===== src/rtl/act_buf_stream_reader.sv =====
// Read sequencer for the activation buffer's port B. It turns {base, count, stride}
// commands into read strobes and streams the returned words to the PE array.
module act_buf_stream_reader #(
    parameter int DATA_WIDTH = 128,
    parameter int ADDR_WIDTH = 13,
    parameter int CNT_WIDTH  = 16,
    parameter int RD_LATENCY = 1,
    parameter int FIFO_DEPTH = 4
) (
    input  logic                  clk,
    input  logic                  rst_n,
    input  logic                  start,
    input  logic                  abort,
    input  logic [ADDR_WIDTH-1:0] base_addr,
    input  logic [CNT_WIDTH-1:0]  num_words,
    input  logic [ADDR_WIDTH-1:0] addr_stride,
    output logic                  busy,
    output logic                  done,
    output logic                  b_en,
    output logic [ADDR_WIDTH-1:0] b_addr,
    input  logic [DATA_WIDTH-1:0] b_rdata,
    output logic                  m_valid,
    input  logic                  m_ready,
    output logic [DATA_WIDTH-1:0] m_data,
    output logic                  m_last
);

    localparam int PTR_W  = $clog2(FIFO_DEPTH);
    localparam int FCNT_W = PTR_W + 1;
    localparam int OCC_W  = $clog2(FIFO_DEPTH + RD_LATENCY + 1);

    typedef enum logic [1:0] {
        IDLE,
        RUN,
        DRAIN
    } state_t;

    state_t                  state_q, state_d;
    logic                    done_q, done_d;
    logic [CNT_WIDTH-1:0]    num_words_q;
    logic [ADDR_WIDTH-1:0]   stride_q;
    logic [CNT_WIDTH-1:0]    issue_cnt_q;
    logic [ADDR_WIDTH-1:0]   b_addr_q;

    logic [RD_LATENCY-1:0]   vld_sr;
    logic [RD_LATENCY-1:0]   last_sr;

    logic [DATA_WIDTH-1:0]   data_mem [FIFO_DEPTH];
    logic                    last_mem [FIFO_DEPTH];
    logic [PTR_W-1:0]        wr_ptr, rd_ptr;
    logic [FCNT_W-1:0]       fifo_count;

    logic [OCC_W-1:0]        inflight;
    logic [OCC_W-1:0]        occupancy;
    logic                    credit_ok;
    logic                    start_accept;
    logic                    issue_last;
    logic                    push, pop;
    logic                    fifo_empty, fifo_full;

    assign start_accept = (state_q == IDLE) && start && !abort && (num_words != '0);
    assign issue_last   = (issue_cnt_q == num_words_q - CNT_WIDTH'(1));

    // Outstanding words = in the FIFO + still in the read pipeline; an issue is only
    // allowed when a slot is guaranteed for its return, so PE backpressure never drops data.
    always_comb begin
        inflight = '0;
        for (int i = 0; i < RD_LATENCY; i++) begin
            inflight = inflight + OCC_W'(vld_sr[i]);
        end
    end

    assign occupancy = OCC_W'(fifo_count) + inflight;
    assign credit_ok = occupancy < OCC_W'(FIFO_DEPTH);

    assign fifo_empty = (fifo_count == '0);
    assign fifo_full  = (fifo_count == FCNT_W'(FIFO_DEPTH));
    assign push       = vld_sr[RD_LATENCY-1];
    assign pop        = m_valid && m_ready;

    assign b_en    = (state_q == RUN) && credit_ok && !abort;
    assign b_addr  = b_addr_q;
    assign busy    = (state_q != IDLE);
    assign done    = done_q;
    assign m_valid = !fifo_empty;
    assign m_data  = m_valid ? data_mem[rd_ptr] : '0;
    assign m_last  = m_valid && last_mem[rd_ptr];

    // NOTE: every variable gets a default before the case, so no path can leave it
    // unassigned and infer a latch.
    always_comb begin
        state_d = state_q;
        done_d  = 1'b0;
        if (abort) begin
            state_d = IDLE;
            done_d  = (state_q != IDLE);
        end else begin
            unique case (state_q)
                IDLE: begin
                    if (start) begin
                        if (num_words != '0) state_d = RUN;
                        else                 done_d  = 1'b1;
                    end
                end
                RUN: begin
                    if (b_en && issue_last) state_d = DRAIN;
                end
                DRAIN: begin
                    // The final-flagged entry is the last word issued, so once it
                    // leaves the FIFO nothing else can be queued or in flight.
                    if (pop && m_last) begin
                        state_d = IDLE;
                        done_d  = 1'b1;
                    end
                end
                default: state_d = IDLE;
            endcase
        end
    end

    // NOTE: sequential state uses non-blocking assignments so every register samples
    // pre-edge values regardless of statement order.
    always_ff @(posedge clk or negedge rst_n) begin
        if (!rst_n) begin
            state_q     <= IDLE;
            done_q      <= 1'b0;
            num_words_q <= '0;
            stride_q    <= '0;
            issue_cnt_q <= '0;
            b_addr_q    <= '0;
        end else begin
            state_q <= state_d;
            done_q  <= done_d;
            if (start_accept) begin
                num_words_q <= num_words;
                stride_q    <= addr_stride;
                issue_cnt_q <= '0;
                b_addr_q    <= base_addr;
            end else if (b_en) begin
                issue_cnt_q <= issue_cnt_q + CNT_WIDTH'(1);
                b_addr_q    <= b_addr_q + stride_q;
            end
        end
    end

    // Read-return tracking and FIFO bookkeeping; abort discards anything still in flight.
    always_ff @(posedge clk or negedge rst_n) begin
        if (!rst_n) begin
            vld_sr     <= '0;
            last_sr    <= '0;
            wr_ptr     <= '0;
            rd_ptr     <= '0;
            fifo_count <= '0;
        end else if (abort) begin
            vld_sr     <= '0;
            last_sr    <= '0;
            wr_ptr     <= '0;
            rd_ptr     <= '0;
            fifo_count <= '0;
        end else begin
            vld_sr[0]  <= b_en;
            last_sr[0] <= b_en && issue_last;
            for (int i = 1; i < RD_LATENCY; i++) begin
                vld_sr[i]  <= vld_sr[i-1];
                last_sr[i] <= last_sr[i-1];
            end
            if (push) wr_ptr <= wr_ptr + PTR_W'(1);
            if (pop)  rd_ptr <= rd_ptr + PTR_W'(1);
            unique case ({push, pop})
                2'b10:   fifo_count <= fifo_count + FCNT_W'(1);
                2'b01:   fifo_count <= fifo_count - FCNT_W'(1);
                default: fifo_count <= fifo_count;
            endcase
        end
    end

    // NOTE: FIFO storage has no reset; the count and pointers alone decide validity.
    always_ff @(posedge clk) begin
        if (push) begin
            data_mem[wr_ptr] <= b_rdata;
            last_mem[wr_ptr] <= last_sr[RD_LATENCY-1];
        end
    end

    push_into_full_a : assert property (@(posedge clk) disable iff (!rst_n)
        !(push && fifo_full && !pop));

endmodule


===== config.mk =====
export PLATFORM = sky130hd
export DESIGN_NAME = act_buf_stream_reader
export DESIGN_NICKNAME = d
export VERILOG_FILES = /design/src/rtl/act_buf_stream_reader.sv
export SDC_FILE = /design/constraint.sdc
export NUM_CORES = 1
export LEC_CHECK = 0
export ABC_CLOCK_PERIOD_IN_PS = 5000
export CORE_ASPECT_RATIO = 0.9
export CORE_MARGIN = 1
export CORE_UTILIZATION = 45
export CTS_CLUSTER_DIAMETER = 200
export CTS_CLUSTER_SIZE = 12
export DETAILED_ROUTE_END_ITERATION = 7
export HOLD_SLACK_MARGIN = 0.12
export PLACE_DENSITY = 0.75
export SETUP_SLACK_MARGIN = 0.05
export SLEW_MARGIN = 20
export SYNTH_ARGS = -nofsm -noshare
export SYNTH_HDL_FRONTEND = slang
export SYNTH_SLANG_ARGS = --single-unit

===== constraint.sdc =====
create_clock -name clk -period 5 [get_ports clk]
set_clock_uncertainty 0.2 [all_clocks]
set_input_delay 1 -clock clk [delete_from_list [all_inputs] [get_ports clk]]
set_output_delay 1 -clock clk [all_outputs]
set_load 0.01 [all_outputs]

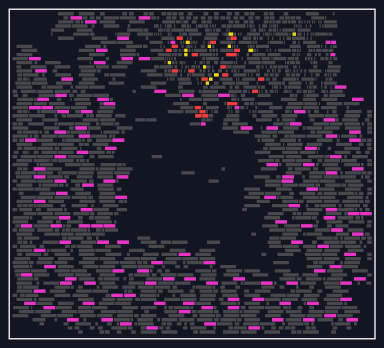
Figure 1: selected gate families.
Drawn at 1.5 px/um.
- AND-OR and OR-AND gates: yellow (cells 13; where top middle)
- adder and majority cells: red (cells 20; where top middle)
- multiplexers: magenta (cells 135; where spread over the die)
Top cell excl fill/tap: edfxtp_1
combinational share of cell area: 0.205
post-route insts no fill: 2331

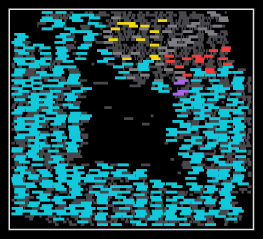
Figure 2: sequential cells grouped by signal name.
Drawn at 1 px/um. Other sequential cells in the stronger gray, the rest of the logic in the fainter gray.
- last_mem: purple (sequential cells 4)
- data_mem: cyan (sequential cells 512; where spread over the die)
- issue_cnt_q: red (sequential cells 16; where top right)
- b_addr: yellow (sequential cells 13; where top middle)
sequential cell area: 17300 um^2
flop share of the area: 0.593
P_seq: 0.00582 W
post-layout utilization of the core: 0.564

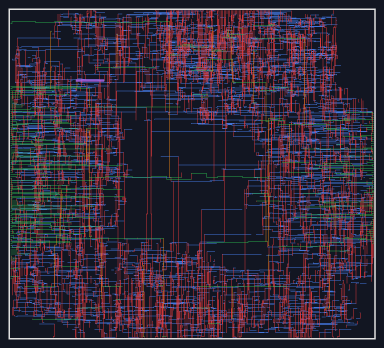
Figure 3: metal layers overlaid.
Drawn at 1.5 px/um.
- metal 1: blue (wire length 20.2 mm)
- metal 5: purple (wire length 17.5 um)
- metal 4: orange (wire length 906 um)
- metal 2: red (wire length 23.9 mm)
- metal 3: green (wire length 4040 um)
DR WL/cell: 21.1 um
Post-Route WL: 49.1 mm
total global-route track usage: 0.186

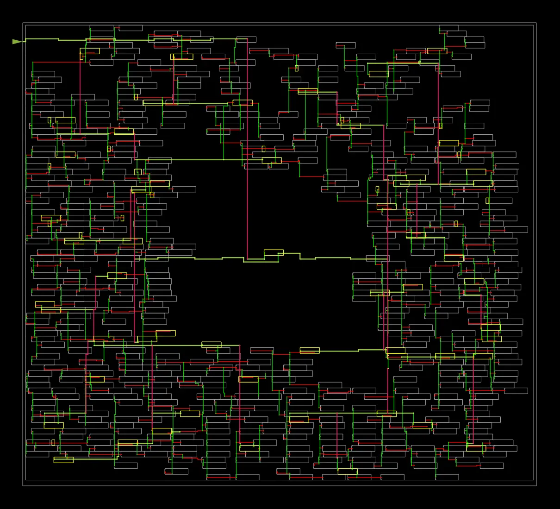
Figure 4: clock wiring as the flow saved it.
FFs & Latches: 586
Clock group: 0.00364 W
total CTS buffers: 54

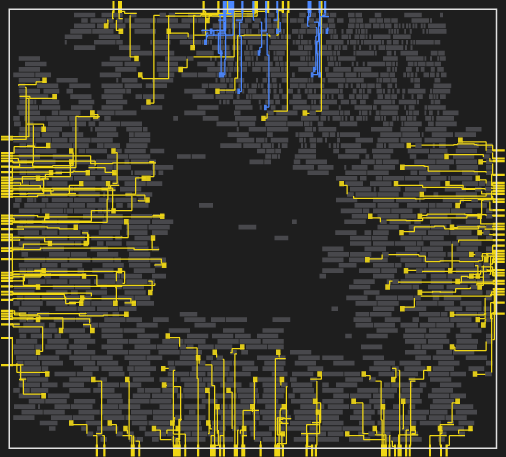
Figure 5: wires at chosen ports, followed through buffers.
Drawn at 2 px/um.
- addr_stride: blue (bits 13; direction input; edge top; end cells 13; buffers 13; wire 417 um)
- m_data: yellow (bits 128; direction output; edge 42 left, 40 bottom, 34 right, 12 top; end cells 128; buffers 128; wire 5110 um)
IO Pins: 321
IO buf count: 320

==> results.json <==
{
  "warnings": 29,
  "synth_area_per_cell_um2": 18.3,
  "peakVddDrop_v": 0.000398,
  "met2_usage": 0.309,
  "path_depth": 4,
  "post-dp-hpwl_mm": 29.7,
  "buffers": 343,
  "insertedDiodeCount": 1,
  "largest_register_ffs": 512,
  "comb_area_um2": 5960,
  "r2r_cells": 9,
  "place_area_um2": 27600,
  "cpMaxStageDelayCell": "dfrtp_4",
  "synthMostInstantiatedCell": "edfxtp_1",
  "slowest_delay_ps": 690,
  "fmax_mhz": 240,
  "endpoint": "m_data[97]",
  "postRouteAntennaNets": 0,
  "largest_register": "data_mem",
  "edf_count": 516,
  "place.gp.congestion": 0.818,
  "clkTransAtPathRegs_ps": 60,
  "synth_cell_types": 57,
  "crit_family": "buffers and inverters",
  "antenna_found_initial": 2,
  "hold_slack_ps": 228,
  "p_comb_w": 0.00489,
  "top_power_group": "sequential cells",
  "power_frac_comb": 0.341,
  "cp_max_fo": 43,
  "hold_buffers": 0,
  "power_density_nw_per_um2": 493,
  "busiest_layer": "met2",
  "cp-startpoint": "rd_ptr[0]",
  "clkSinkCount": 586,
  "wl_met3_mm": 4.04,
  "ctsHtreeMaxLevel": 2,
  "gr-total-overflow": 0,
  "die_area_um2": 53100,
  "final_max_slew_viol_count": 0,
  "lay_top_cells": "edfxtp_1 (516), clkdlybuf4s50_1 (319), mux4_2 (129), and2_1 (129), nand2_1 (108)",
  "mux_share": 0.126,
  "maxSlewHeadroom": 0.463,
  "die_y_um": 219,
  "synth-main-ff-cell": "edfxtp_1",
  "fp_util": 0.455,
  "drc": 0,
  "first_global_vias": 13100,
  "r2r_start": "fifo_count[0]",
  "synthXorXnorAreaFrac": 0.0190,
  "fin_ws_ps": 828,
  "placementRows": 79,
  "ys_seq_share": 0.734,
  "status": "finished, final reports clean",
  "fin_nets": 1816,
  "first_pass_iters": 5,
  "dr_wl_met2_mm": 23.9,
  "tap_cells": 688,
  "setup_viol": 0,
  "path_cells": "buf_12 > mux4_2 > and2_1 > clkdlybuf4s50_1",
  "top_layer": "met5",
  "grt_max_degree": 71
}
No activity file was given, so power comes from the tool's default toggle rates.
